`config.mk`:
```
export PLATFORM = sky130hd
export DESIGN_NAME = av_note_judge
export DESIGN_NICKNAME = d
export VERILOG_FILES = /design/src/rtl/av_note_judge_pkg.sv /design/src/rtl/av_note_judge_fifo.sv /design/src/rtl/av_note_judge.sv
export SDC_FILE = /design/constraint.sdc
export NUM_CORES = 1
export LEC_CHECK = 0
export CORE_AREA = 3 3 184 186
export CTS_CLUSTER_SIZE = 14
export DETAILED_ROUTE_END_ITERATION = 10
export DIE_AREA = 0 0 187 189
export SLEW_MARGIN = 20
export SYNTH_ARGS = -nofsm -noshare
export SYNTH_HDL_FRONTEND = slang
export SYNTH_SLANG_ARGS = --single-unit
```
`constraint.sdc`:
```
create_clock -name clk -period 6.65 [get_ports clk]
set_clock_uncertainty 0.15 [all_clocks]
set_input_delay 1.33 -clock clk [delete_from_list [all_inputs] [get_ports clk]]
set_output_delay 1.33 -clock clk [all_outputs]
set_load 0.05 [all_outputs]
```
`src/rtl/av_note_judge_pkg.sv`:
```
// Shared widths, FSM encoding and note record for the per-string note judge.
// Time compares widen by one bit so a window near 16'hFFFF cannot wrap.
package av_note_judge_pkg;

   localparam int TIME_W             = 16;
   localparam int FRET_W             = 5;
   localparam int DEFAULT_HIT_WINDOW = 10;
   localparam int DEFAULT_DEPTH      = 8;

   typedef enum logic [1:0] {
      ST_IDLE   = 2'd0,
      ST_JUDGE  = 2'd1,
      ST_RESULT = 2'd2
   } judge_state_e;

   typedef struct packed {
      logic [TIME_W-1:0] t;
      logic [FRET_W-1:0] fret;
   } note_t;

   // a > b + win, evaluated in TIME_W+1 bits
   function automatic logic time_exceeds(input logic [TIME_W-1:0] a,
                                         input logic [TIME_W-1:0] b,
                                         input logic [TIME_W-1:0] win);
      logic [TIME_W:0] sum;
      sum = {1'b0, b} + {1'b0, win};
      return ({1'b0, a} > sum);
   endfunction

   function automatic logic [15:0] sat_inc16(input logic [15:0] v);
      return (v == 16'hFFFF) ? v : v + 16'd1;
   endfunction

   function automatic logic [7:0] sat_inc8(input logic [7:0] v);
      return (v == 8'hFF) ? v : v + 8'd1;
   endfunction

endpackage

```
`src/rtl/av_note_judge_fifo.sv`:
```
// Synchronous note buffer with head peek. A push while full is ignored;
// a pop in the same cycle does not free a slot until the next cycle.
module av_note_judge_fifo
   import av_note_judge_pkg::*;
#(
   parameter int DEPTH = DEFAULT_DEPTH
) (
   input  logic  clk,
   input  logic  reset_n,
   input  logic  flush,
   input  logic  push,
   input  note_t push_data,
   input  logic  pop,
   output note_t head,
   output logic  head_valid,
   output logic  full
);

   localparam int AW = $clog2(DEPTH);
   localparam logic [AW:0] DEPTH_C = (AW+1)'(DEPTH);

   note_t          mem_q [DEPTH];
   note_t          mem_d [DEPTH];
   logic [AW-1:0]  wr_ptr_q, wr_ptr_d;
   logic [AW-1:0]  rd_ptr_q, rd_ptr_d;
   logic [AW:0]    count_q, count_d;
   logic           push_en, pop_en;

   assign head       = mem_q[rd_ptr_q];
   assign head_valid = (count_q != '0);
   assign full       = (count_q == DEPTH_C);
   assign push_en    = push && !full;
   assign pop_en     = pop && head_valid;

   always_comb begin
      mem_d    = mem_q;
      wr_ptr_d = wr_ptr_q;
      rd_ptr_d = rd_ptr_q;
      count_d  = count_q;
      if (push_en) begin
         mem_d[wr_ptr_q] = push_data;
         wr_ptr_d        = wr_ptr_q + AW'(1);
      end
      if (pop_en) begin
         rd_ptr_d = rd_ptr_q + AW'(1);
      end
      case ({push_en, pop_en})
         2'b10:   count_d = count_q + (AW+1)'(1);
         2'b01:   count_d = count_q - (AW+1)'(1);
         default: count_d = count_q;
      endcase
      if (flush) begin
         wr_ptr_d = '0;
         rd_ptr_d = '0;
         count_d  = '0;
      end
   end

   always_ff @(posedge clk or negedge reset_n) begin
      if (!reset_n) begin
         for (int i = 0; i < DEPTH; i++) begin
            mem_q[i] <= '0;
         end
         wr_ptr_q <= '0;
         rd_ptr_q <= '0;
         count_q  <= '0;
      end else begin
         mem_q    <= mem_d;
         wr_ptr_q <= wr_ptr_d;
         rd_ptr_q <= rd_ptr_d;
         count_q  <= count_d;
      end
   end

endmodule

```
`src/rtl/av_note_judge.sv`:
```
// Judges strums against the oldest buffered note for one string, expires
// missed notes and keeps hit/miss/streak statistics for the score HUD.
//
//   state     | meaning
//   ----------+-------------------------------------------------------------
//   ST_IDLE   | waiting for a strum; strum latches player_fret
//   ST_JUDGE  | compare latched fret with head; stalls while an expiry pops
//   ST_RESULT | match_en shown for a hit; hit_count/streak advance
module av_note_judge
   import av_note_judge_pkg::*;
#(
   parameter int DEPTH      = DEFAULT_DEPTH,
   parameter int HIT_WINDOW = DEFAULT_HIT_WINDOW
) (
   input  logic              clk,
   input  logic              reset_n,
   input  logic              flush,
   input  logic [TIME_W-1:0] song_time,
   input  logic              note_valid,
   output logic              note_ready,
   input  logic [TIME_W-1:0] note_time,
   input  logic [FRET_W-1:0] note_fret,
   input  logic              strum,
   input  logic [FRET_W-1:0] player_fret,
   output logic              match_en,
   output logic [FRET_W-1:0] match_fret,
   output logic [TIME_W-1:0] match_time,
   output logic              miss_pulse,
   output logic              overstrum_pulse,
   output logic [15:0]       hit_count,
   output logic [15:0]       miss_count,
   output logic [7:0]        streak
);

   localparam logic [TIME_W-1:0] WIN = TIME_W'(HIT_WINDOW);

   judge_state_e      state_q, state_d;
   logic [FRET_W-1:0] fret_q, fret_d;
   logic              match_en_q, match_en_d;
   logic [FRET_W-1:0] match_fret_q, match_fret_d;
   logic [TIME_W-1:0] match_time_q, match_time_d;
   logic              miss_q, miss_d;
   logic              over_q, over_d;
   logic [15:0]       hit_count_q, hit_count_d;
   logic [15:0]       miss_count_q, miss_count_d;
   logic [7:0]        streak_q, streak_d;

   note_t head;
   note_t push_data;
   logic  head_valid, full;
   logic  push, pop;
   logic  early, expire;

   assign push_data = '{t: note_time, fret: note_fret};
   assign note_ready = !full;
   assign push       = note_valid && !full && !flush;

   assign early  = time_exceeds(head.t, song_time, WIN);
   assign expire = head_valid && time_exceeds(song_time, head.t, WIN);

   av_note_judge_fifo #(.DEPTH(DEPTH)) u_fifo (
      .clk        (clk),
      .reset_n    (reset_n),
      .flush      (flush),
      .push       (push),
      .push_data  (push_data),
      .pop        (pop),
      .head       (head),
      .head_valid (head_valid),
      .full       (full)
   );

   always_comb begin
      state_d      = state_q;
      fret_d       = fret_q;
      match_en_d   = 1'b0;
      match_fret_d = match_fret_q;
      match_time_d = match_time_q;
      miss_d       = 1'b0;
      over_d       = 1'b0;
      hit_count_d  = hit_count_q;
      miss_count_d = miss_count_q;
      streak_d     = streak_q;
      pop          = 1'b0;

      // expiry wins over judging, so JUDGE never pops in the same cycle
      if (expire) begin
         pop          = 1'b1;
         miss_d       = 1'b1;
         miss_count_d = sat_inc16(miss_count_q);
         streak_d     = '0;
      end

      case (state_q)
         ST_IDLE: begin
            if (strum) begin
               fret_d  = player_fret;
               state_d = ST_JUDGE;
            end
         end
         ST_JUDGE: begin
            if (!expire) begin
               state_d = ST_RESULT;
               if (!head_valid || early) begin
                  over_d   = 1'b1;
                  streak_d = '0;
               end else if (head.fret == fret_q) begin
                  pop          = 1'b1;
                  match_en_d   = 1'b1;
                  match_fret_d = head.fret;
                  match_time_d = head.t;
               end else begin
                  pop          = 1'b1;
                  miss_d       = 1'b1;
                  miss_count_d = sat_inc16(miss_count_q);
                  streak_d     = '0;
               end
            end
         end
         ST_RESULT: begin
            state_d = ST_IDLE;
            if (match_en_q) begin
               hit_count_d = sat_inc16(hit_count_q);
               streak_d    = expire ? 8'd0 : sat_inc8(streak_q);
            end
         end
         default: state_d = ST_IDLE;
      endcase

      if (flush) begin
         state_d      = ST_IDLE;
         fret_d       = '0;
         match_en_d   = 1'b0;
         match_fret_d = '0;
         match_time_d = '0;
         miss_d       = 1'b0;
         over_d       = 1'b0;
         hit_count_d  = '0;
         miss_count_d = '0;
         streak_d     = '0;
         pop          = 1'b0;
      end
   end

   always_ff @(posedge clk or negedge reset_n) begin
      if (!reset_n) begin
         state_q      <= ST_IDLE;
         fret_q       <= '0;
         match_en_q   <= 1'b0;
         match_fret_q <= '0;
         match_time_q <= '0;
         miss_q       <= 1'b0;
         over_q       <= 1'b0;
         hit_count_q  <= '0;
         miss_count_q <= '0;
         streak_q     <= '0;
      end else begin
         state_q      <= state_d;
         fret_q       <= fret_d;
         match_en_q   <= match_en_d;
         match_fret_q <= match_fret_d;
         match_time_q <= match_time_d;
         miss_q       <= miss_d;
         over_q       <= over_d;
         hit_count_q  <= hit_count_d;
         miss_count_q <= miss_count_d;
         streak_q     <= streak_d;
      end
   end

   assign match_en        = match_en_q;
   assign match_fret      = match_fret_q;
   assign match_time      = match_time_q;
   assign miss_pulse      = miss_q;
   assign overstrum_pulse = over_q;
   assign hit_count       = hit_count_q;
   assign miss_count      = miss_count_q;
   assign streak          = streak_q;

endmodule
```
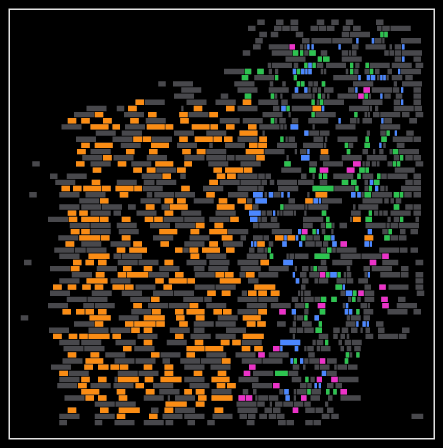
(selected gate families)
Key: multiplexers = orange [cells 240, most used mux2_2]; AND-OR and OR-AND gates = magenta [cells 30, most used a22o_1]; NOR gates = blue [cells 86, most used nor2_1, where a vertical strip on the right]; inverting AOI/OAI gates = green [cells 101, most used a21oi_1, where a vertical strip on the right]
Top cell excl fill/tap: dfrtp_1
fin cells: 1,584

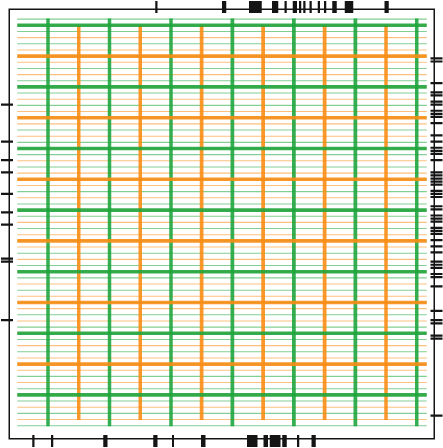
(PDN straps and rails)
Pins as bars on the die edge.
Key: VSS = green; VDD = orange
112 signal pins sit on the boundary. 67 met1 rails follow the rows.

layout make-up:
cell class	count	area (sq um)
sequential	249	6232
clock buffer	41	850.8
clock inverter	8	71.32
timing repair buffer	132	1294
tap	442	553.0
multi-input combinational	689	6361
inverter	23	86.33
fill	2918	17010
final timing paths:
kind | cells after the start | endpoint | slack (ps)
setup reg to reg | 18 | u_fifo.count_q[3] | 940
setup / recovery | 18 | u_fifo.count_q[3] | 940
max in group asynchronous | 2 | u_fifo.mem_q[73] | 4480
min in group asynchronous | 1 | match_time[5] | 630
hold / removal | 1 | match_fret[0] | 340
hold reg to reg | 1 | match_fret[0] | 340
state kept, by name, summed over array words and instances, names as in the netlist:
| register | flops |
|---|---|
| fret_q | 5 |
| hit_count | 16 |
| match_en | 1 |
| match_fret | 5 |
| match_time | 16 |
| miss_count | 16 |
| miss_pulse | 1 |
| overstrum_pulse | 1 |
| state_q | 2 |
| streak | 8 |
| u_fifo.count_q | 4 |
| u_fifo.mem_q | 168 |
| u_fifo.rd_ptr_q | 3 |
| u_fifo.wr_ptr_q | 3 |
per-layer routing:
metal  wire length (um)  share of wire (%)  global-route usage (%)
met3               1234                4.1                   2.888
met4                575                1.9                   4.042
met5                  0                  0                       0
met1              14370                 47                   24.18
met2              14110                 47                   28.06
cell families (layout without fill, tap and decap cells):
logic type | after synthesis | count (layout) | share of synthesized area [%]
flops | 249 | 249 | 48.20
mux | 240 | 240 | 25.07
simple gates | 226 | 226 | 9.457
compound gates | 131 | 131 | 6.960
buf+inv | 68 | 204 | 2.797
xor+xnor | 48 | 48 | 3.252
fa+ha+maj | 44 | 44 | 4.259
==> impl_metrics.json <==
{
  "status": "finished clean",
  "cts_tree": "built",
  "place_inst": 1535,
  "finalCritPeriodShare_pct": 85.83,
  "tool_warnings": 32,
  "dp_hpwl_um": 19910,
  "ys_seq_share_pct": 48.20,
  "ys.flop_type": "dfrtp_1",
  "sequentialPowerShare_pct": 36.0,
  "ys_cells": 1006,
  "cts-resized-gates": 0,
  "p_comb_mw": 1.98,
  "period_needed_ps": 5708,
  "dr.pass1.iters": 7,
  "setup_viol": 0,
  "start_kind": "flip-flop",
  "post_drt_wl_per_cell_um": 19.12,
  "num-nets-final": 1214,
  "lay_top_cells": "248 x dfrtp_1, 177 x mux2_2, 109 x clkdlybuf4s50_1",
  "worst_slew_pin_slew_ps": 956.7,
  "yosys.area.top_type_share_pct": 48.20,
  "async_flop_share_pct": 100.0,
  "final_area_sq_um": 15450,
  "drive_above_1_share_pct": 26.27,
  "cp_slowest_cell": "dfrtp_2",
  "cts.sinks": 249,
  "leakage_nw": 6.731,
  "coreArea_sq_um": 32450,
  "grt_max_degree": 102,
  "hold_slack_ps": 344.8,
  "vdd_ir_drop_max_mv": 0.2002,
  "ys_chip_area_sq_um": 12930,
  "die_y_um": 189,
  "max_cap_violations": 0,
  "cts_setup_buffers": 0,
  "io_buffers": 111,
  "grt_pass1_wl_um": 49330,
  "yosysUniqueCellTypes": 71,
  "ys.flops": 249,
  "die_w_um": 187,
  "worstSetupPathType": "reg2reg",
  "edf_count": 0,
  "startpoint": "u_fifo.rd_ptr_q[0]",
  "crit_arrival_ps": 5980,
  "rsz0062_at_grt": "false",
  "powerSeq_mw": 1.97,
  "power_leader": "combinational cells",
  "synth_nets": 1097,
  "cts_made_buffers": 28,
  "grt_pass1_vias": 8685,
  "grt_use_total_pct": 17.19,
  "design.die.area_sq_um": 35340,
  "totalWireLength_um": 30290,
  "cts-root-buf": "clkbuf_16",
  "insertion_delay_ps": 540,
  "tns_ps": 0,
  "postSynthAreaPerCell_sq_um": 12.85,
  "syn_to_final_growth_pct": 19.51,
  "critical_path.cell_chain": "buf_4, mux4_1, mux2_2, nor2_1, nor3_1, and4_1, xnor2_1, ha_1, nand4_1, a2111oi_0, o31a_2, a21boi_4, nor3_1, ha_1, a31oi_1, nor2_1, mux2i_1, mux2_2",
  "syn_area_sq_um": 12930,
  "synthCells": 1006,
  "yosys-top-cells-area": "dfrtp_1 48%, mux2_2 15%, mux4_2 4.5%",
  "path_clk_slew_ps": 60,
  "diodes": 0,
  "hold_path.class": "reg2reg",
  "drcViolationCount": 0,
  "io_pins": 112,
  "p_int_mw": 3.646,
  "vias_per_cell": 5.400,
  "top_area_cell": "dfrtp_1",
  "ys_warn_count": 0,
  "hp-start": "match_fret[0]",
  "cp_max_fo": 18,
  "rows": 66,
  "crit_required_ps": 6920,
  "common_cells": "249 x dfrtp_1, 177 x mux2_2, 49 x nand2_1, 44 x a21oi_1, 44 x ha_1",
  "final.setup.worst_slack_ps": 942.1,
  "hold_viol_final": 0,
  "slew_violations": 0,
  "crit_family": "multiplexers",
  "max_freq_mhz": 175.2,
  "gp_congestion": 0.7898,
  "cp_slowest_stage_delay_ps": 750,
  "final_util_pct": 47.60,
  "synth.most_common_cell": "dfrtp_1",
  "grt-ovfl-total": 0,
  "dp_slack_ps": 761.5,
  "ctsHoldBuffers": 0,
  "cts_max_level": 1,
  "drt_iter0_markers": 368,
  "clk_path_buf_depth": 3,
  "vias": 8553,
  "regToRegStartpoint": "u_fifo.rd_ptr_q[0]",
  "crit_buf_inv": 1,
  "switching_share_pct": 33.43,
  "share_comb_of_total_power_pct": 36.1,
  "p_clk_share_pct": 27.9,
  "drtAntennaViolNets": 0,
  "fp-utilization_pct": 39.83,
  "relSlewSlack_pct": 35.73,
  "p_sw_mw": 1.831,
  "antenna_found_initial": 0,
  "powerClk_mw": 1.53,
  "power_mw": 5.477,
  "worst_setup_path_end_kind": "flip-flop",
  "postPlaceCellArea_sq_um": 14530,
  "p_per_area_nw_per_um2": 354.6
}
